Design lock_sequencer, sky130hd; sources not shown.
Fig. 1: run 1, M1 wires
The bar under the picture is 20 um long. Supply wires on this layer in grey.
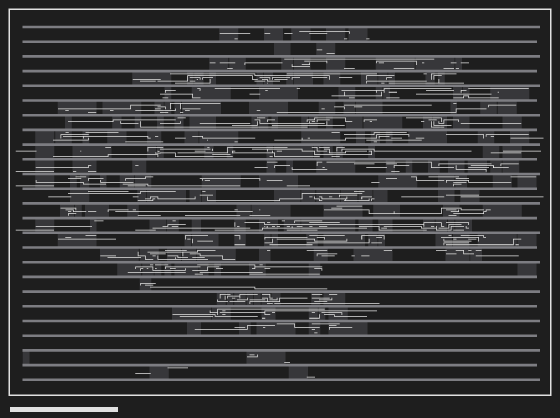
nets with wire on the layer: 228
share of all routed wire: 58%
main direction: horizontal
global routing met1 resource utilization: 17.7%
wirelength, routed: 3.68 mm

Fig. 2: run 1, the metal 2 layer
The bar under the picture is 20 um long.
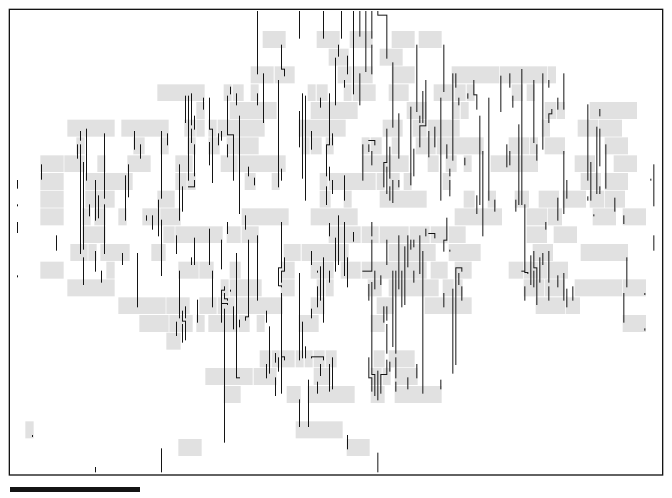
longest straight run: 21.8 um
main direction: vertical
share of all routed wire: 36%
wire length on this layer: 1310 um
nets with wire on the layer: 184
global routing met2 resource utilization: 13.6%
detailed-route via count: 1324

Fig. 3: run 1, drive-strength map
The bar under the picture is 20 um long.
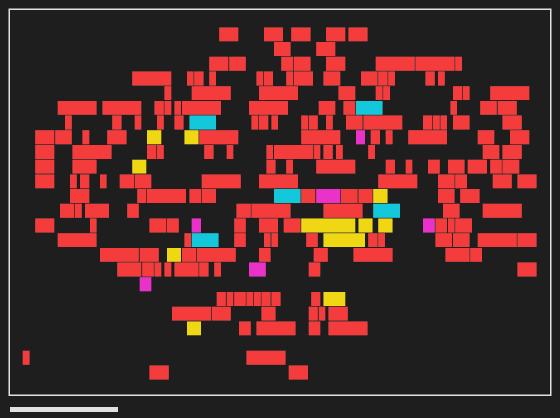
| colour | size | cells | share | most used |
|---|---|---|---|---|
| cyan | x6 and larger | 5 | 2.3% | clkbuf_8 |
| yellow | x3 and x4 | 11 | 5.0% | buf_4 |
| magenta | x2 | 6 | 2.7% | clkinv_2 |
| red | x1 and smaller | 199 | 90% | nand2_1 |
Area growth, synth to finish: 30.2%
Plain + repair buffers: 35

==> run summary <==
Observations from the implementation run.

Status:
- The run finished with clean final reports.

Detailed routing:
- The run gives the length of the first detailed-routing pass in iterations as 4.
- The run gives the number of design-rule violations left by the first detailed-router iteration as 100.
- The run gives the tally of nets with antenna violations remaining after routing as 0.
- After detailed routing, the number of remaining DRC violations is 0.
- The run puts the detailed-route vias per instance at 4.43.
- The run puts the routed wire length per instance at 12.3 um.
- The run gives the wire length on met2 as 1.31 mm.
- The run puts the routed length on met3 at 165 um.
- The run puts the detailed-route wire length on metal 1 at 2.13 mm.
- The run gives the highest signal layer in the routed design as met4.

Final layout:
- Counting the fill cells in the layout gives 655.
- The run gives the post-route non-filler standard cell count as 299.
- The run gives the final net count as 248.
- The run puts the share of cell area taken by multi-input logic gates at 43.3%.
- Per the final report, the share of cell area in non-clock buffers is 15.9%.
- The number of multi-input combinational cells in the layout is 142.
- In the final design, more cell area goes to combinational gates than to any other class.
- The run puts the clock buffer and inverter area fraction after layout at 4.12%.
- The run puts the clock buffer count in the final layout at 5.
- The run puts the core occupancy in the finished layout at 33.7%.
- The layout report lists the combined flip-flop and latch area as 661 um2.
- The run puts the inverter tally of the final layout excluding the clock network at 3.
- The most common logic cell in the final layout is sky130_fd_sc_hd__nand2_1.
- The run gives the area used by multi-input combinational logic as 908 um2.
- The run gives the final sequential cell count as 33.
- The layout summary lists the proportion of cells stronger than drive strength 1 as 9.95%.
- The run gives the fraction of standard cell area that is sequential as 31.5%.
- The library cells used most frequently in the layout, excluding fill and tap cells, are 41 x sky130_fd_sc_hd__nand2_1, 33 x sky130_fd_sc_hd__dfxtp_1, 28 x sky130_fd_sc_hd__clkdlybuf4s50_1.
- The run gives the number of antenna diodes as 0.
- The register with the most flip-flops in the layout has 16 of them.

CTS:
- The run gives the CTS tree as built.
- The run gives the clock slew at the register clock pins of the worst setup and hold paths as 70 ps.
- The run puts the clock buffer count from CTS at 5.
- The run gives the number of resized instances in the post-cts repair step as 0.
- The run puts the number of buffers inserted by post-CTS setup repair at 0.
- In this run the clock root is driven by a sky130_fd_sc_hd__clkbuf_8.
- The run puts the source-to-sink clock delay at the later pin of the worst-skew pair at 280 ps.
- The run gives the CTS sink count as 33.
- The run gives the level count of the clock H-tree as 2.
- After clock tree synthesis, the flow added hold-fix buffers numbering 0.
- Looking at the clock tree report, the maximum root-to-sink buffer count equals 2.

Floorplanning:
- The run puts the chip width at 99.9 um.
- The run gives the number of primary I/O pins as 30.
- The run gives the area inside the core boundary as 6220 um2.
- The run puts the die height at 71.2 um.
- The floorplan step defined a die boundary enclosing 7110 um2.
- The run gives the tapcell count as 78.
- The run puts the effective utilization at floorplan at 25.9%.
- The run puts the total number of placement rows at 24.

Final timing:
- In the post-route analysis, the smallest setup slack over all paths is 316 ps.
- The flow reports an fmax of 458 MHz.
- The run gives the post-layout period usage of the worst path as 87.4%.
- The run gives the final number of hold-violating endpoints as 0.
- The run gives the final worst clock skew as 2.83 ps.
- The run gives the number of slew-limit violations in the final report as 0.
- Endpoints with negative setup slack in the final report add up to 0.
- Counting I/O delays and the setup requirement, the final critical path takes 2180 ps.
- The final layout reports a setup TNS of 0 ps.
- The run puts the transition at the pin with the smallest max-transition slack at 500 ps.
- Setup repair after global routing left no endpoint under its margin.
- The slew check shows that the tightest pin keeps a relative margin of 66.3%.

Yosys:
- The number of nets in the synthesized netlist is 213.
- In this run, synthesis inferred 0 flip-flops with an integrated enable.
- The run gives the sequential fraction of the synthesis area as 41.0%.
- The run puts the post-synthesis cell count at 185.
- The run gives the yosys synthesis chip area as 1610 um2.
- The run gives the arithmetic-cell share of the synthesized area counting full adders, half adders and majority gates as 3.89%.
- The run gives the share of synthesized cell area in and, or, nand and nor gates as 26.5%.
- The run puts the yosys stat cell total at 185.
- The run gives the area of the mapped netlist as 1610 um2.
- The run gives the post-synthesis async set-or-reset flop share as 0%.
- The run puts the total number of yosys warnings at 0.
- The run puts the number of distinct library cells after synthesis at 43.
- By area, the combinational part of the netlist is dominated by simple AND/OR/NAND/NOR gates.
- The run puts the synthesized-area fraction occupied by ao, oa, aoi and oai cells at 16.6%.
- The commonest register cell is sky130_fd_sc_hd__dfxtp_1.
- The run gives the count of state elements after synthesis as 33.
- The run gives the average footprint of a synthesized cell as 8.70 um2.
- In this run, the synthesized area fraction spent on xor and xnor cells is recorded as 9.25%.
- The run gives the multiplexer fraction of the synthesized cell area as 0%.

Global route:
- The run puts the first-pass GRT wire length at 6.24 mm.
- The run gives the maximum number of pins on one net before global-route repair as 17.
- The run gives the overall overflow remaining after global route as 0.
- The run puts the number of global-route vias before repair at 1295.
- The run gives the initial antenna violation count as 0.
- Summed over all routing layers, the global router reports a total usage of 11.4%.

Placement:
- The run puts the post-place setup slack at 29.4 ps.
- Per the placement log, port buffering inserted 28 buffers.
- The run puts the placer congestion estimate at 0.764.
- The run gives the number of cells in the design after placement as 291.
- According to the dpl log, the detail-placed design has an HPWL of 2.81 mm.

Run:
- The run gives the total number of warnings across the stage logs as 27.
- The run puts the max capacitance violation total at 0.

Critical path:
- Traced cell by cell, the critical path runs through clkdlybuf4s50_1 > xor2_1 > nor4_1 > nand4_1 > nor2_2 > buf_4 > o311a_1.
- The run puts the buffering stage count on the worst path with inverters included at 2.
- The critical path endpoint has a required time of 2730 ps.
- STA classifies the critical path startpoint as an input pin.
- Broken down by cell family, the worst path's largest delay share belongs to simple AND/OR/NAND/NOR gates.
- The run gives the count of cells along the worst register-to-register path as 6.
- The run puts the setup slack of the worst register-to-register path at 730 ps.
- The run gives the largest fanout of any net on the critical path as 6.
- The run puts the largest stage delay on the critical path at 480 ps.
- The run gives the path type of the worst setup path as input pin to flip-flop.
- The run gives the signal arrival time at the worst endpoint as 2420 ps.
- The run gives the element type at the critical path end as a flip-flop.
- The STA report counts the stages on the worst setup path as 7.
- The run gives the critical path's slowest cell as sky130_fd_sc_hd__nor4_1.

Power and ir drop:
- The run puts the post-route total power at 1.06 mW.
- The run gives the power density over the cells as 507 nW/um2.
- The run puts the static power due to leakage at 0.799 nW.
- In this run the VDD rail shows a maximum IR drop of 0.166 mV.

Min path:
- The run puts the worst hold path cell count at 2.
- The min-delay analysis places its worst path in the category flip-flop to flip-flop.
run 1: power breakdown:
group / leakage (nW) / total, mW / switching, mW / internal (mW)
registers: 0.267 / 0.545 / 0.00948 / 0.535
clock network: 0.0439 / 0.394 / 0.202 / 0.192
logic: 0.488 / 0.125 / 0.0631 / 0.0619
total: 0.799 / 1.06 / 0.275 / 0.789
run 1: tightest hold or removal path, stage by stage, from the launching register on:
cell and delay (ps):
sky130_fd_sc_hd__dfxtp_1 320, sky130_fd_sc_hd__nand2_1 60, sky130_fd_sc_hd__a21oi_1 50
run 1: logic make-up after synthesis:
| group | Yosys count |
|---|---|
| simple gates | 82 |
| compound gates | 37 |
| fa+ha+maj | 5 |
| other cells | 1 |
| flops | 33 |
| buf+inv | 10 |
| xor+xnor | 17 |
run 1: cell usage after synthesis (all sizes together) (2+ instances only):
cell type	number	area (um2)
o31a	2	17.5
a21oi	19	98.9
nor2	6	25.0
ha	5	62.6
nor3	5	25.0
or3	2	17.5
nor4	7	58.8
inv	3	11.3
nor2b	3	18.8
o21ai	2	10.0
nor3b	2	20.0
clkbuf	6	22.5
nand3b	2	15.0
a21boi	2	15.0
nand2	41	154
and2	5	31.3
xor2	16	140
nand2b	3	18.8
o2bb2ai	2	17.5
o311a	4	40.0
dfxtp	33	661
run 1: through the flow:
stage | hold slack, ps | cell area, um2
floorplan | 448 | 1610
global placement | 458 | 2010
detailed placement | 464 | 2010
CTS | 473 | 2100
global route | 495 | 2100
finish | 472 | 2100
run 1: per-layer routing:
layer  track usage [%]  vias to the layer above
li1                  -                      709
met1              17.7                      580
met2              13.6                       28
met3              3.75                        7
met4              5.02                        0
met5                 0                        -
No activity file was given, so power comes from the tool's default toggle rates.
